==> src/rtl/uart_frame_ctrl.sv <==
// UART byte-stream framer: SYNC/ADDR/LEN/payload frames become memory writes through a small FIFO.
// Optional checksum byte after the payload is enabled by defining UART_FRAME_CHECKSUM_EN.
module uart_frame_ctrl #(
  parameter int unsigned ADDR_W      = 8,
  parameter int unsigned TIMEOUT_CYC = 20000,
  parameter int unsigned FIFO_DEPTH  = 4
) (
  input  logic              clk,
  input  logic              rst_n,
  input  logic              rx_done,
  input  logic [7:0]        rx_byte,
  output logic              wr_en,
  output logic [ADDR_W-1:0] wr_addr,
  output logic [7:0]        wr_data,
  input  logic              wr_ready,
  output logic              frame_done,
  output logic              frame_err,
  output logic              busy
);

  localparam int unsigned PtrW = (FIFO_DEPTH > 1) ? $clog2(FIFO_DEPTH) : 1;
  localparam int unsigned CntW = $clog2(FIFO_DEPTH + 1);
  localparam int unsigned ToW  = $clog2(TIMEOUT_CYC + 1);
  localparam logic [7:0]  SyncByte = 8'hA5;

  localparam logic [2:0] StIdle  = 3'd0;
  localparam logic [2:0] StAddr  = 3'd1;
  localparam logic [2:0] StLen   = 3'd2;
  localparam logic [2:0] StData  = 3'd3;
  localparam logic [2:0] StDrain = 3'd5;
`ifdef UART_FRAME_CHECKSUM_EN
  localparam logic [2:0] StChk   = 3'd4;
  localparam logic [2:0] StAfterData = StChk;
`else
  localparam logic [2:0] StAfterData = StDrain;
`endif

  logic [2:0]        r_state;
  logic [ADDR_W-1:0] r_addr;
  logic [7:0]        r_len;
  logic [ToW-1:0]    r_to_cnt;
  logic [7:0]        r_fifo [FIFO_DEPTH];
  logic [PtrW-1:0]   r_wr_ptr;
  logic [PtrW-1:0]   r_rd_ptr;
  logic [CntW-1:0]   r_fifo_cnt;
  logic              r_frame_done;
  logic              r_frame_err;
`ifdef UART_FRAME_CHECKSUM_EN
  logic [7:0]        r_xor;
  logic              r_chk_bad;
`endif

  logic w_push;
  logic w_pop;
  logic w_full;
  logic w_overflow;
  logic w_timeout;
  logic w_abort;
  logic w_push_ok;

  always_comb begin
    w_push     = rx_done && (r_state == StData);
    w_pop      = wr_en && wr_ready;
    w_full     = (r_fifo_cnt == CntW'(FIFO_DEPTH));
    w_overflow = w_push && w_full && !w_pop;
    w_timeout  = (r_state != StIdle) && (r_to_cnt == ToW'(TIMEOUT_CYC));
    w_abort    = w_overflow || w_timeout;
    w_push_ok  = w_push && !w_abort;
  end

  assign wr_en      = (r_fifo_cnt != '0);
  assign wr_data    = wr_en ? r_fifo[r_rd_ptr] : 8'h00;
  assign wr_addr    = r_addr;
  assign busy       = (r_state != StIdle);
  assign frame_done = r_frame_done;
  assign frame_err  = r_frame_err;

  // Payload storage needs no reset; occupancy is tracked by the pointers and count.
  always_ff @(posedge clk) begin
    if (w_push_ok) r_fifo[r_wr_ptr] <= rx_byte;
  end

  always_ff @(posedge clk or negedge rst_n) begin
    if (!rst_n) begin
      r_state      <= StIdle;
      r_addr       <= '0;
      r_len        <= '0;
      r_to_cnt     <= '0;
      r_wr_ptr     <= '0;
      r_rd_ptr     <= '0;
      r_fifo_cnt   <= '0;
      r_frame_done <= 1'b0;
      r_frame_err  <= 1'b0;
`ifdef UART_FRAME_CHECKSUM_EN
      r_xor        <= '0;
      r_chk_bad    <= 1'b0;
`endif
    end else begin
      r_frame_done <= 1'b0;
      r_frame_err  <= 1'b0;

      if (r_state == StIdle || rx_done) begin
        r_to_cnt <= '0;
      end else if (!w_timeout) begin
        r_to_cnt <= r_to_cnt + ToW'(1);
      end

      // Accepted writes always advance the address, even in the cycle a frame aborts.
      if (r_state == StAddr && rx_done) begin
        r_addr <= ADDR_W'(rx_byte);
      end else if (w_pop) begin
        r_addr <= r_addr + ADDR_W'(1);
      end

      if (w_abort) begin
        r_wr_ptr   <= '0;
        r_rd_ptr   <= '0;
        r_fifo_cnt <= '0;
      end else begin
        if (w_push_ok) r_wr_ptr <= r_wr_ptr + PtrW'(1);
        if (w_pop)     r_rd_ptr <= r_rd_ptr + PtrW'(1);
        r_fifo_cnt <= r_fifo_cnt + CntW'(w_push_ok) - CntW'(w_pop);
      end

      if (w_abort) begin
        r_state     <= StIdle;
        r_frame_err <= 1'b1;
      end else begin
        case (r_state)
          StIdle: begin
            if (rx_done && rx_byte == SyncByte) r_state <= StAddr;
`ifdef UART_FRAME_CHECKSUM_EN
            r_chk_bad <= 1'b0;
`endif
          end
          StAddr: begin
            if (rx_done) begin
              r_state <= StLen;
`ifdef UART_FRAME_CHECKSUM_EN
              r_xor   <= rx_byte;
`endif
            end
          end
          StLen: begin
            if (rx_done) begin
              r_len   <= rx_byte;
              r_state <= (rx_byte == 8'h00) ? StAfterData : StData;
`ifdef UART_FRAME_CHECKSUM_EN
              r_xor   <= r_xor ^ rx_byte;
`endif
            end
          end
          StData: begin
            if (rx_done) begin
              r_len <= r_len - 8'd1;
              if (r_len == 8'd1) r_state <= StAfterData;
`ifdef UART_FRAME_CHECKSUM_EN
              r_xor <= r_xor ^ rx_byte;
`endif
            end
          end
`ifdef UART_FRAME_CHECKSUM_EN
          StChk: begin
            if (rx_done) begin
              r_chk_bad <= (r_xor != rx_byte);
              r_state   <= StDrain;
            end
          end
`endif
          StDrain: begin
            // Bytes arriving here are dropped; finish once every payload byte is written.
            if (r_fifo_cnt == '0) begin
              r_state <= StIdle;
`ifdef UART_FRAME_CHECKSUM_EN
              if (r_chk_bad) r_frame_err  <= 1'b1;
              else           r_frame_done <= 1'b1;
`else
              r_frame_done <= 1'b1;
`endif
            end
          end
          default: r_state <= StIdle;
        endcase
      end
    end
  end

endmodule

==> config.mk <==
export PLATFORM = sky130hd
export DESIGN_NAME = uart_frame_ctrl
export DESIGN_NICKNAME = d
export VERILOG_FILES = /design/src/rtl/uart_frame_ctrl.sv
export SDC_FILE = /design/constraint.sdc
export NUM_CORES = 1
export LEC_CHECK = 0
export CAP_MARGIN = 20
export CORE_MARGIN = 1.5
export CORE_UTILIZATION = 62
export CTS_CLUSTER_SIZE = 20
export DETAILED_ROUTE_END_ITERATION = 8
export PLACE_DENSITY = 0.85
export RECOVER_POWER = 25
export SETUP_SLACK_MARGIN = 0.15
export SLEW_MARGIN = 40
export SYNTH_ARGS = -nofsm -noshare
export SYNTH_HDL_FRONTEND = slang
export SYNTH_SLANG_ARGS = --single-unit
==> constraint.sdc <==
create_clock -name clk -period 4.4 [get_ports clk]
set_input_delay 0.88 -clock clk [delete_from_list [all_inputs] [get_ports clk]]
set_output_delay 0.88 -clock clk [all_outputs]
set_load 0.02 [all_outputs]
==> run summary <==
Physical implementation.

- The flow ran to the end, but the final reports show violations.
- The final clock period utilization by the worst path is 73.53%.
- The dominant delay contributor by cell family on the critical path is flip-flops.
- Of the post-synthesis cell area, the part taken by muxes is 5.944%.
- The violation tally recorded at the end of detailed-routing iteration 0 is 208.
- Looking at the VDD voltage map, the peak drop is 0.0004505 V.
- Per the run summary, max-cap violations total 1.
- The primary flip-flop cell chosen by synthesis mapping is sky130_fd_sc_hd__dfrtp_1.
- The final design instance area without fill is 4302 um2.
- Per the OpenROAD power report, switching power amounts to 0.6982 mW.
- The most common cell in the synthesized netlist is sky130_fd_sc_hd__dfrtp_1.
- The minimum setup slack after placement is 880.0 ps.
- The final cell count without fillers is 437.
- The global placer's final weighted congestion is 0.8612.
- The sequential power share is 45.0%.
- The die is 81.39 um wide.
- Traced cell by cell, the critical path runs through mux4_2 -> and2_1 -> clkdlybuf4s50_1.
- The finished design was reported to have a net count of 381.
- A synthesized cell averages 11.58 um2.
- The worst setup margin is 1165 ps.
- The power after layout is 2.046 mW.
- The OpenROAD report gives the critical path a required time of 3520 ps.
- The non-clock buffer area fraction after layout is 7.243%.
- In the CTS report, the clock slew at the register clock pins of the worst setup and hold paths is listed as 90 ps.
- The endpoint of the worst setup timing path is wr_data[6].
- The number of gates given a new drive strength after cts is 0.
- The worst setup skew after layout is 15.14 ps.
- Data arrives at the worst endpoint at 2360 ps.
- The number of warnings issued by yosys is 0.
- The highest achievable clock rate is 309.1 MHz.
- The final timing report lists a max-slew violation count of 44.
- For the worst reg-to-reg path, the endpoint reported by OpenROAD is r_fifo_cnt[2].
- The combinational cell area excluding buffers and inverters is 1618 um2.
- In the post-synthesis netlist, the biggest area contributors are sky130_fd_sc_hd__dfrtp_1 (28%), sky130_fd_sc_hd__edfxtp_1 (25%), sky130_fd_sc_hd__mux4_2 (4.7%).
- The leading cell type in the layout, fill and taps excluded is sky130_fd_sc_hd__dfrtp_1.
- The checks that failed: max-capacitance violations, max-slew violations.
- 0 antenna diodes ended up in the layout.
- The number of well taps is 75.
- After detailed routing, the number of remaining DRC violations is 0.
- The core utilization before placement is 64.35%.
cell families after synthesis:
group / after synthesis
and+or+nand+nor: 116
DFF: 75
AOI/OAI and AO/OA: 59
buffers and inverters: 33
xor gates and xnor gates: 22
muxes: 12
adders and majority gates: 12
routing by layer:
metal | vias up | track usage, % | wire, um
met5 | - | 0 | 0
met2 | 86 | 38.51 | 3715
met4 | 0 | 12.07 | 162
met1 | 1306 | 37.29 | 3434
met3 | 15 | 4.045 | 428
li1 | 1259 | - | -
state kept, by name, indices dropped and copies added, names as in the netlist:
signal / cells
r_fifo: 32
r_to_cnt: 15
r_len: 8
wr_addr: 8
r_fifo_cnt: 3
r_state: 3
r_rd_ptr: 2
r_wr_ptr: 2
frame_done: 1
frame_err: 1
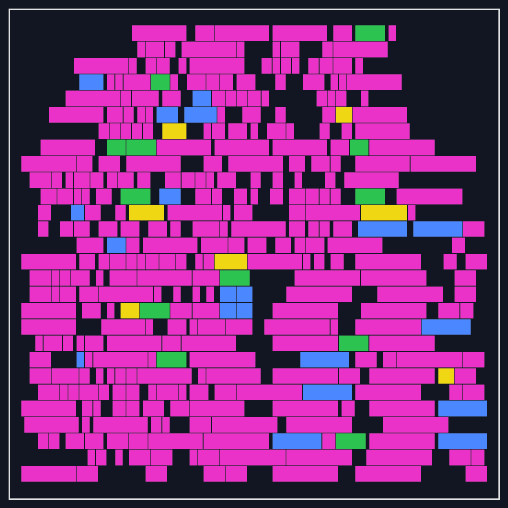
**Above:** sizing map.
Scale: 6 px per um.
| colour | size | cells | share |
|---|---|---|---|
| magenta | drive 1 or less | 323 | 89% |
| blue | drive 2 | 20 | 5.5% |
| green | drive 6 and up | 12 | 3.3% |
| yellow | drive 3 to 4 | 7 | 1.9% |

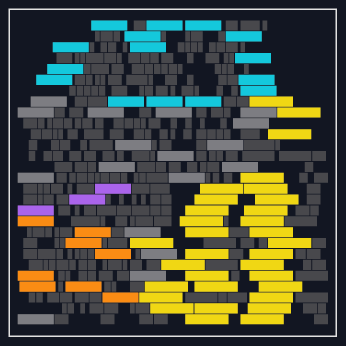
**Above:** sequential cells coloured by netlist name.
Scale: 4 px per um.
| colour | signal | placed flops |
|---|---|---|
| orange | wr_addr | 8 |
| purple | r_fifo_cnt | 3 |
| cyan | r_to_cnt | 15 |
| yellow | r_fifo | 32 |
seq pwr: 0.921 mW
final core area utilization: 72.65%
area taken by flip-flops and latches: 2037 um2
register share of the cell area: 47.35%

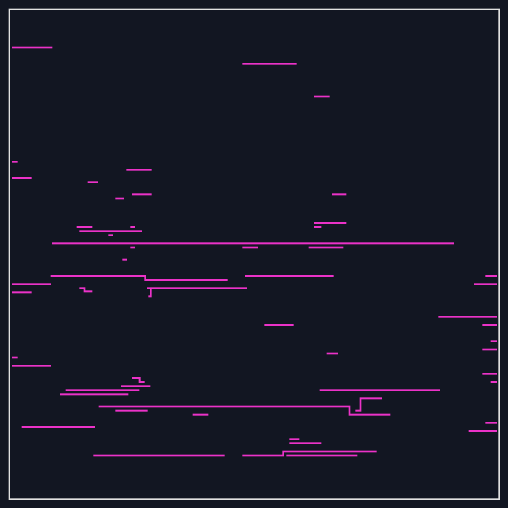
**Above:** metal 3.
Scale: 6 px per um.
main direction: horizontal
wire length on this layer: 429 um
vias after detailed routing: 2666
Final Routed Wirelength: 7.740 mm

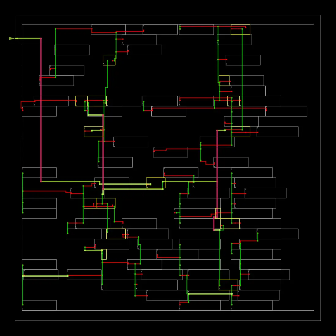
**Above:** the clock network.
Clock Latency Late Sink: 350 ps
total clock network power: 0.470 mW
Seq cells: 75
number of buffers created by CTS: 9
TritonCTS Sinks: 75

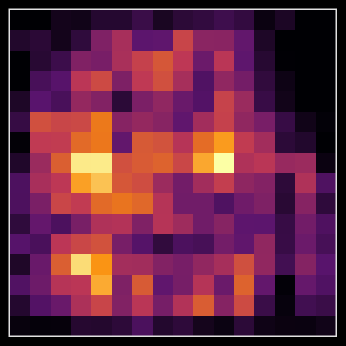
**Above:** wiring heat map.
Scale: 4 px per um. 16 x 16 tiles, from black (low) to pale yellow (high), scaled to the fullest tile. Values are wire area over tile area, all layers added.
emptiest ninth of the die: north-east
fullest tile: 0.59
nearly empty tiles: 8.6%
tiles over half the peak: 21%
mean over tiles: 0.19
wire length per cell: 17.71 um
total track usage: 25.84%

Power is estimated from default activity; no workload was simulated.
